--- config.mk ---
export PLATFORM = sky130hd
export DESIGN_NAME = control_sequencer
export DESIGN_NICKNAME = d
export VERILOG_FILES = /design/src/rtl/control_sequencer.sv
export SDC_FILE = /design/constraint.sdc
export NUM_CORES = 1
export LEC_CHECK = 0
export CAP_MARGIN = 25
export CORE_UTILIZATION = 34
export CTS_BUF_LIST = sky130_fd_sc_hd__clkbuf_4
export DETAILED_ROUTE_END_ITERATION = 6
export GPL_ROUTABILITY_DRIVEN = 1
export PLACE_DENSITY = 0.95
export SYNTH_ARGS = -nofsm -noshare
export SYNTH_HDL_FRONTEND = slang
export SYNTH_SLANG_ARGS = --single-unit
--- constraint.sdc ---
create_clock -name clk -period 4.15 [get_ports clk]
set_input_delay 0.83 -clock clk [delete_from_list [all_inputs] [get_ports clk]]
set_output_delay 0.83 -clock clk [all_outputs]
set_load 0.01 [all_outputs]
--- src/rtl/control_sequencer.sv ---
// Hardwired Mini SRC control unit: T0-T2 fetch, then opcode-driven execute steps.
// All controls are decoded from the current T-state and the datapath's IR register.
module control_sequencer #(
  parameter int ILLEGAL_HALTS = 0
) (
  input  logic        clk,
  input  logic        clr,
  input  logic [31:0] IR,
  input  logic        Stop,
  output logic        PC_out,
  output logic        PC_in,
  output logic        IncPC,
  output logic        MAR_in,
  output logic        Read,
  output logic        MDR_in,
  output logic        MDR_out,
  output logic        IR_in,
  output logic        Y_in,
  output logic        Z_in,
  output logic        Zlow_out,
  output logic        Zhigh_out,
  output logic        HI_in,
  output logic        LO_in,
  output logic        Gra,
  output logic        Grb,
  output logic        Grc,
  output logic        R_in,
  output logic        R_out,
  output logic [4:0]  alu_instruction,
  output logic        Run,
  output logic        illegal_op,
  output logic [3:0]  state
);

  typedef enum logic [3:0] {
    ST_RST  = 4'd0,
    ST_T0   = 4'd1,
    ST_T1   = 4'd2,
    ST_T2   = 4'd3,
    ST_T3   = 4'd4,
    ST_T4   = 4'd5,
    ST_T5   = 4'd6,
    ST_T6   = 4'd7,
    ST_HALT = 4'd8
  } state_t;

  state_t     r_state;
  state_t     w_next;
  state_t     w_end_state;
  logic [4:0] w_op;
  logic       w_alu3;
  logic       w_alu2;
  logic       w_muldiv;
  logic       w_nop;
  logic       w_halt;
  logic       w_unused_ir;

  assign w_op        = IR[31:27];
  assign w_unused_ir = ^IR[26:0];
  assign w_alu3      = (w_op >= 5'd3) && (w_op <= 5'd11);
  assign w_alu2      = (w_op == 5'd17) || (w_op == 5'd18);
  assign w_muldiv    = (w_op == 5'd15) || (w_op == 5'd16);
  assign w_nop       = (w_op == 5'd26);
  assign w_halt      = (w_op == 5'd27);
  assign state       = r_state;

  always_ff @(posedge clk or posedge clr) begin
    if (clr) begin
      r_state <= ST_RST;
    end else begin
      r_state <= w_next;
    end
  end

  always_comb begin
    w_next          = r_state;
    w_end_state     = Stop ? ST_HALT : ST_T0;
    PC_out          = 1'b0;
    PC_in           = 1'b0;
    IncPC           = 1'b0;
    MAR_in          = 1'b0;
    Read            = 1'b0;
    MDR_in          = 1'b0;
    MDR_out         = 1'b0;
    IR_in           = 1'b0;
    Y_in            = 1'b0;
    Z_in            = 1'b0;
    Zlow_out        = 1'b0;
    Zhigh_out       = 1'b0;
    HI_in           = 1'b0;
    LO_in           = 1'b0;
    Gra             = 1'b0;
    Grb             = 1'b0;
    Grc             = 1'b0;
    R_in            = 1'b0;
    R_out           = 1'b0;
    alu_instruction = 5'b00000;
    illegal_op      = 1'b0;
    Run             = (r_state != ST_RST) && (r_state != ST_HALT);

    case (r_state)
      ST_RST: w_next = ST_T0;
      ST_T0: begin
        PC_out = 1'b1;
        MAR_in = 1'b1;
        IncPC  = 1'b1;
        Z_in   = 1'b1;
        w_next = ST_T1;
      end
      ST_T1: begin
        Zlow_out = 1'b1;
        PC_in    = 1'b1;
        Read     = 1'b1;
        MDR_in   = 1'b1;
        w_next   = ST_T2;
      end
      ST_T2: begin
        MDR_out = 1'b1;
        IR_in   = 1'b1;
        w_next  = ST_T3;
      end
      ST_T3: begin
        if (w_alu3 || w_muldiv) begin
          // ALU3 latches rb into Y; MUL/DIV latches ra into Y
          Grb    = w_alu3;
          Gra    = w_muldiv;
          R_out  = 1'b1;
          Y_in   = 1'b1;
          w_next = ST_T4;
        end else if (w_alu2) begin
          Grb             = 1'b1;
          R_out           = 1'b1;
          Z_in            = 1'b1;
          alu_instruction = w_op;
          w_next          = ST_T4;
        end else if (w_nop) begin
          w_next = w_end_state;
        end else if (w_halt) begin
          w_next = ST_HALT;
        end else begin
          illegal_op = 1'b1;
          w_next     = (ILLEGAL_HALTS != 0) ? ST_HALT : w_end_state;
        end
      end
      ST_T4: begin
        if (w_alu3 || w_muldiv) begin
          Grc             = w_alu3;
          Grb             = w_muldiv;
          R_out           = 1'b1;
          Z_in            = 1'b1;
          alu_instruction = w_op;
          w_next          = ST_T5;
        end else if (w_alu2) begin
          Zlow_out = 1'b1;
          Gra      = 1'b1;
          R_in     = 1'b1;
          w_next   = w_end_state;
        end else begin
          w_next = w_end_state;
        end
      end
      ST_T5: begin
        if (w_alu3) begin
          Zlow_out = 1'b1;
          Gra      = 1'b1;
          R_in     = 1'b1;
          w_next   = w_end_state;
        end else if (w_muldiv) begin
          Zlow_out = 1'b1;
          LO_in    = 1'b1;
          w_next   = ST_T6;
        end else begin
          w_next = w_end_state;
        end
      end
      ST_T6: begin
        Zhigh_out = 1'b1;
        HI_in     = 1'b1;
        w_next    = w_end_state;
      end
      ST_HALT: w_next = ST_HALT;
      default: w_next = ST_RST;
    endcase
  end

endmodule

Figure 1. The metal 1 layer (run 1).
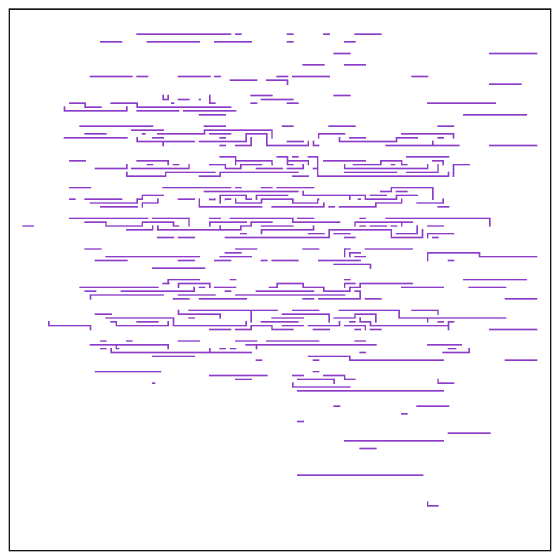
nets with wire on the layer: 118
wire length on this layer: 899 µm

Figure 2. Metal 2 (run 1).
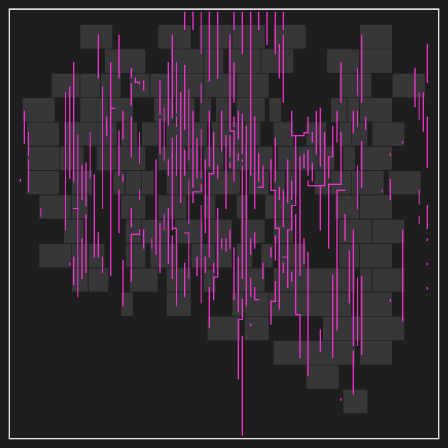
nets with wire on the layer: 125
main direction: vertical
wire length on this layer: 947 µm

Figure 3. Cell placement (run 1).
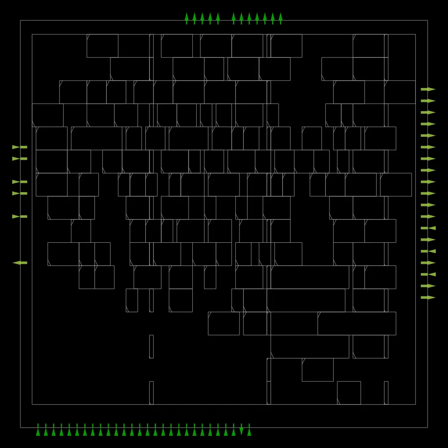
post-route non-filler standard cell count: 157
registers: 4
row cnt: 16
fill count: 202

==> results_dict.tcl, run 1 <==
# yosys + openroad results
set metrics [dict create \
    combGateArea_um2 519 \
    tap_cells 27 \
    areaGrowthSynthToFinish_pct 48.3 \
    placement.io_buffers 37 \
    final-clk-cell-share_pct 2.12 \
    power.density_mw_per_mm2 526 \
    synth_top_area_share_pct 14.0 \
    grtUsageMet1_pct 23.3 \
    antenna_found_initial 0 \
    dpl.hpwl_um 1550 \
    ys_seq_share_pct 14.0 \
    postCtsHoldBufs 0 \
    common_cells "nor2_1 (13), nor3_1 (7)" \
    r2r_cells 4 \
    worstReg2RegStart "state[3]" \
    worstSetupStartpoint "IR[29]" \
    inv_count 2 \
    syn_nets 139 \
    crit_arrival_ns 3.07 \
    critPathMaxFanout 10 \
    buf_share_pct 35.6 \
    cts_max_level 1 \
    grt_use_total_pct 18.1 \
    start_kind "input pin" \
    dpl_cell_area_mm2 0.00104 \
    final_area_mm2 0.00106 \
    drtPass1Iterations 4 \
    wire_per_inst_um 12.7 \
    status "complete, no violations" \
    hold_path_class "reg2reg" \
    fin_skew_ns 0.00278 \
    min_period_ns 3.90 \
    setup-violations-final 0 \
    tool_warnings 53 \
]
## run 1: per-layer routing
layer  part of all wire [%]  routed length, µm
met5                      0                  0
met3                    6.0                119
met1                     45                899
met4                    1.2                 23
met2                     48                946
## run 1: power by group through the flow
stage	combinational [mW]	clock, mW	sequential, mW
detailed placement	0.392	0	0.117
CTS	0.393	0.0508	0.117
finish	0.393	0.0475	0.118
global route	0.426	0.0538	0.124
global placement	0.382	0	0.116
floorplan	0.270	0	0.0775
## run 1: per-stage QoR
| stage | setup slack (ns) | std cells | utilization (%) |
|---|---|---|---|
| after floorplan | 1.40 | 104 | - |
| after global placement | 0.311 | 154 | 52.9 |
| after detailed placement | 0.253 | 154 | 52.9 |
| after CTS | 0.241 | 157 | 54.1 |
| after global routing | 0.0871 | 157 | 54.1 |
| final | 0.251 | 157 | 54.1 |
==> run 1 -> run 2 <==
--- a/config.mk
+++ b/config.mk
@@ -11,6 +11,7 @@
 export DETAILED_ROUTE_END_ITERATION = 6
 export GPL_ROUTABILITY_DRIVEN = 1
 export PLACE_DENSITY = 0.95
+export SLEW_MARGIN = 20
 export SYNTH_ARGS = -nofsm -noshare
 export SYNTH_HDL_FRONTEND = slang
 export SYNTH_SLANG_ARGS = --single-unit
Figure 4. The metal 1 layer (run 2).
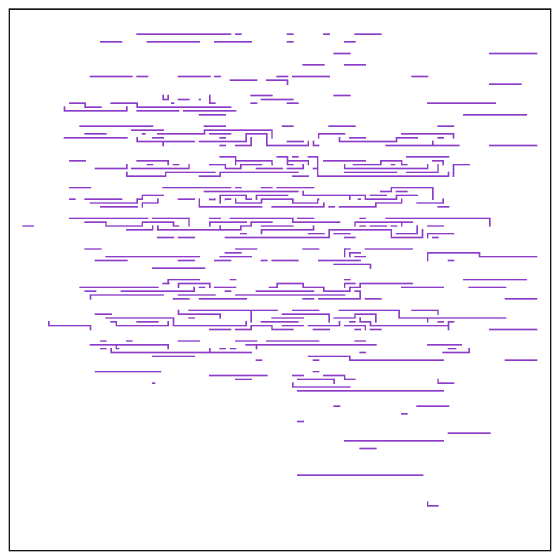
share of all routed wire: 45%
main direction: horizontal

==> run 2 against run 1 <==
Against the previous run: combinational power about the same; via count unchanged; count of clock-buffer cells in the layout unchanged; fmax unchanged; first-iteration DRC count unchanged; critical path type unchanged; critical endpoint unchanged; largest power group unchanged; highest routed layer unchanged.
==> results_dict.tcl, run 2 <==
# yosys + openroad results
set metrics [dict create \
    start_kind "input pin" \
    postLayoutCoreUtil_pct 54.1 \
    crit_arrival_ns 3.07 \
    final_cells 157 \
    drtPass1Iterations 4 \
    pre_cts_slack_ns 0.253 \
    wire_per_inst_um 12.7 \
    rows 16 \
    worstSetupStartpoint "IR[29]" \
    powerClk_mw 0.0475 \
    tool_warnings 53 \
    fin_skew_ns 0.00278 \
    final_area_mm2 0.00106 \
    largestPowerGroup "combinational cells" \
    p_comb_mw 0.393 \
    p_seq_mw 0.118 \
    fin_ws_ns 0.251 \
    power.density_mw_per_mm2 526 \
    areaGrowthSynthToFinish_pct 48.3 \
    status "complete, no violations" \
    postCtsHoldBufs 0 \
    grt_use_total_pct 18.1 \
    synth_top_area_share_pct 14.0 \
    common_cells "nor2_1 (13), nor3_1 (7)" \
    r2r_cells 4 \
    ys_seq_share_pct 14.0 \
    dp_cells 154 \
]
==> run 2: per-layer routing <==
metal | part of all wire [%] | GRT usage (%)
met4 | 1.2 | 5.56
met2 | 48 | 30.5
met1 | 45 | 23.3
met3 | 6.0 | 3.02
met5 | 0 | 0
==> run 2: final cells by class <==
| cell class | instances | area (µm²) |
|---|---|---|
| sequential | 4 | 100 |
| clock buffer | 3 | 22.5 |
| tap | 27 | 33.8 |
| timing repair buffer | 38 | 378 |
| fill | 202 | 901 |
| multi-input combinational | 83 | 519 |
| inverter | 2 | 7.51 |
==> run 2: critical path, cell delays in order <==
cell and delay, ns:
clkdlybuf4s50_1 0.68, nor2b_1 0.29, a21oi_2 0.07, o21a_1 0.23
a211oi_2 0.28, and2_1 0.16, clkdlybuf4s50_1 0.53
==> run 2 -> run 3 <==
--- a/config.mk
+++ b/config.mk
@@ -6,11 +6,12 @@
 export NUM_CORES = 1
 export LEC_CHECK = 0
 export CAP_MARGIN = 25
-export CORE_UTILIZATION = 34
+export CORE_UTILIZATION = 29
 export CTS_BUF_LIST = sky130_fd_sc_hd__clkbuf_4
 export DETAILED_ROUTE_END_ITERATION = 6
 export GPL_ROUTABILITY_DRIVEN = 1
-export PLACE_DENSITY = 0.95
+export HOLD_SLACK_MARGIN = 0.1
+export PLACE_DENSITY = 0.91
 export SLEW_MARGIN = 20
 export SYNTH_ARGS = -nofsm -noshare
 export SYNTH_HDL_FRONTEND = slang
==> constraint.sdc (replaced) <==
create_clock -name clk -period 3.56 [get_ports clk]
set_input_delay 0.712 -clock clk [delete_from_list [all_inputs] [get_ports clk]]
set_output_delay 0.712 -clock clk [all_outputs]
set_load 0.01 [all_outputs]
Figure 5. The metal 1 layer (run 3).
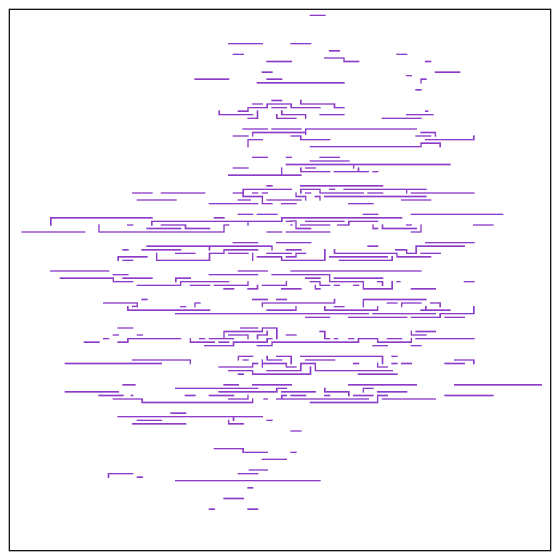
main direction: horizontal
nets with wire on the layer: 121
wire length on this layer: 916 µm

==> run 3 against run 2 <==
Against the previous run: sequential power is 17% higher; clock power is 14% higher; setup slack lost 0.17 ns; cell count is 7.0% higher; total power grew 19%; via count up 3.6%; combinational power grew 21%; global-route usage down 1.4 points; clock skew increased by 0.0013 ns; critical path type unchanged; largest cell class unchanged.
==> results_dict.tcl, run 3 <==
# yosys + openroad results
set metrics [dict create \
    cp.depth 8 \
    largestPowerGroup "combinational cells" \
    min_period_ns 3.48 \
    status "complete, no violations" \
    pre_cts_slack_ns 0.0225 \
    critPathMaxFanout 7 \
    critPathTopFamily "buffers and inverters" \
    met2WireLength_um 1190 \
    ys_seq_share_pct 14.0 \
    fin_ws_ns 0.0832 \
    grt_use_met3_pct 0.585 \
    setup-violations-final 0 \
    fin_skew_ns 0.00403 \
    combGateArea_um2 531 \
    tool_warnings 53 \
    p_comb_mw 0.474 \
    cp.buffers_inverters 3 \
    grtUsageMet1_pct 21.3 \
    postLayoutCoreUtil_pct 50.8 \
    top_usage_layer "met2" \
    register_area_um2 100 \
    grt_use_total_pct 16.7 \
    wl_met3_um 103 \
    worstReg2RegStart "state[3]" \
    r2r_cells 4 \
    topRoutingLayerUsed "met3" \
    path_cells "clkdlybuf4s50_1 > and2_4 > o21ai_4 > o21a_1 > buf_4 > nand2_1 > a22o_1 > clkdlybuf4s50_1" \
    areaGrowthSynthToFinish_pct 61.5 \
    crit_arrival_ns 2.76 \
    power.density_mw_per_mm2 576 \
    cpMostUsedCell "clkdlybuf4s50_1" \
    powerClk_mw 0.0541 \
    placement.io_buffers 37 \
    postCtsHoldBufs 0 \
    dpl_cell_area_mm2 0.00111 \
    p_seq_mw 0.138 \
    cp_slowest_cell "clkdlybuf4s50_1" \
    antenna_found_initial 0 \
    final_cells 168 \
    syn_nets 139 \
    dpl.hpwl_um 1750 \
    ys_cells 104 \
    drtPass1Iterations 4 \
    start_kind "input pin" \
    wire_per_inst_um 13.2 \
    final_area_mm2 0.00116 \
    worstSetupStartpoint "IR[27]" \
    dp_cells 165 \
    wl_met1_um 916 \
    fillCellCount 232 \
]
-- run 3: worst min-delay path by stage --
| stage | depth (start not counted) | slack, ns | to | startpoint |
|---|---|---|---|---|
| after global routing | 2 | 0.68 | state[0] | clr |
| after CTS | 1 | 0.65 | state[1] | state[3] |
| after global placement | 1 | 0.64 | state[1] | state[3] |
| final | 1 | 0.66 | state[1] | state[3] |
| after floorplan | 1 | 0.48 | state[0] | clr |
| after detailed placement | 1 | 0.66 | state[1] | state[3] |
-- run 3: final cells by class --
class,instances,area share (%)
Timing Repair Buffer,48,39.8
Sequential cell,4,8.66
Tap cell,28,3.03
Inverter,2,0.649
Clock buffer,3,1.95
Multi-Input combinational cell,83,45.9

==> notes/layouts.md <==
Pictures saved along the way, in no particular order.

Selected gate families.
picture 1
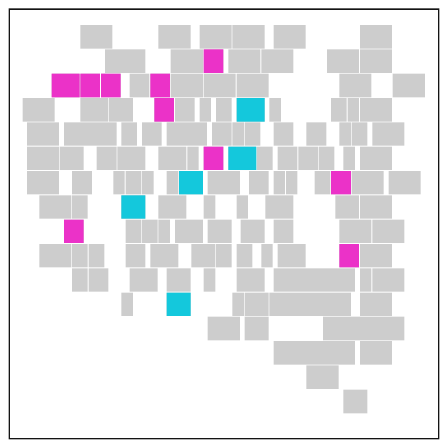
picture 2
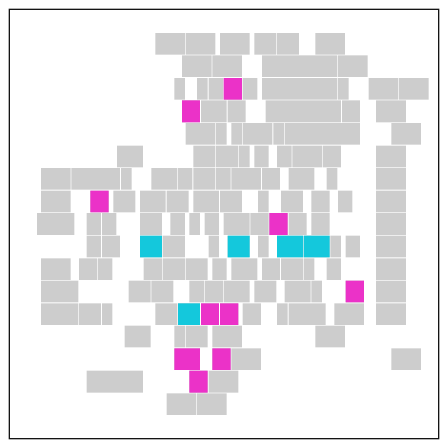
run 2 -> picture 1
run 3 -> picture 2

Power is estimated from default activity; no workload was simulated.
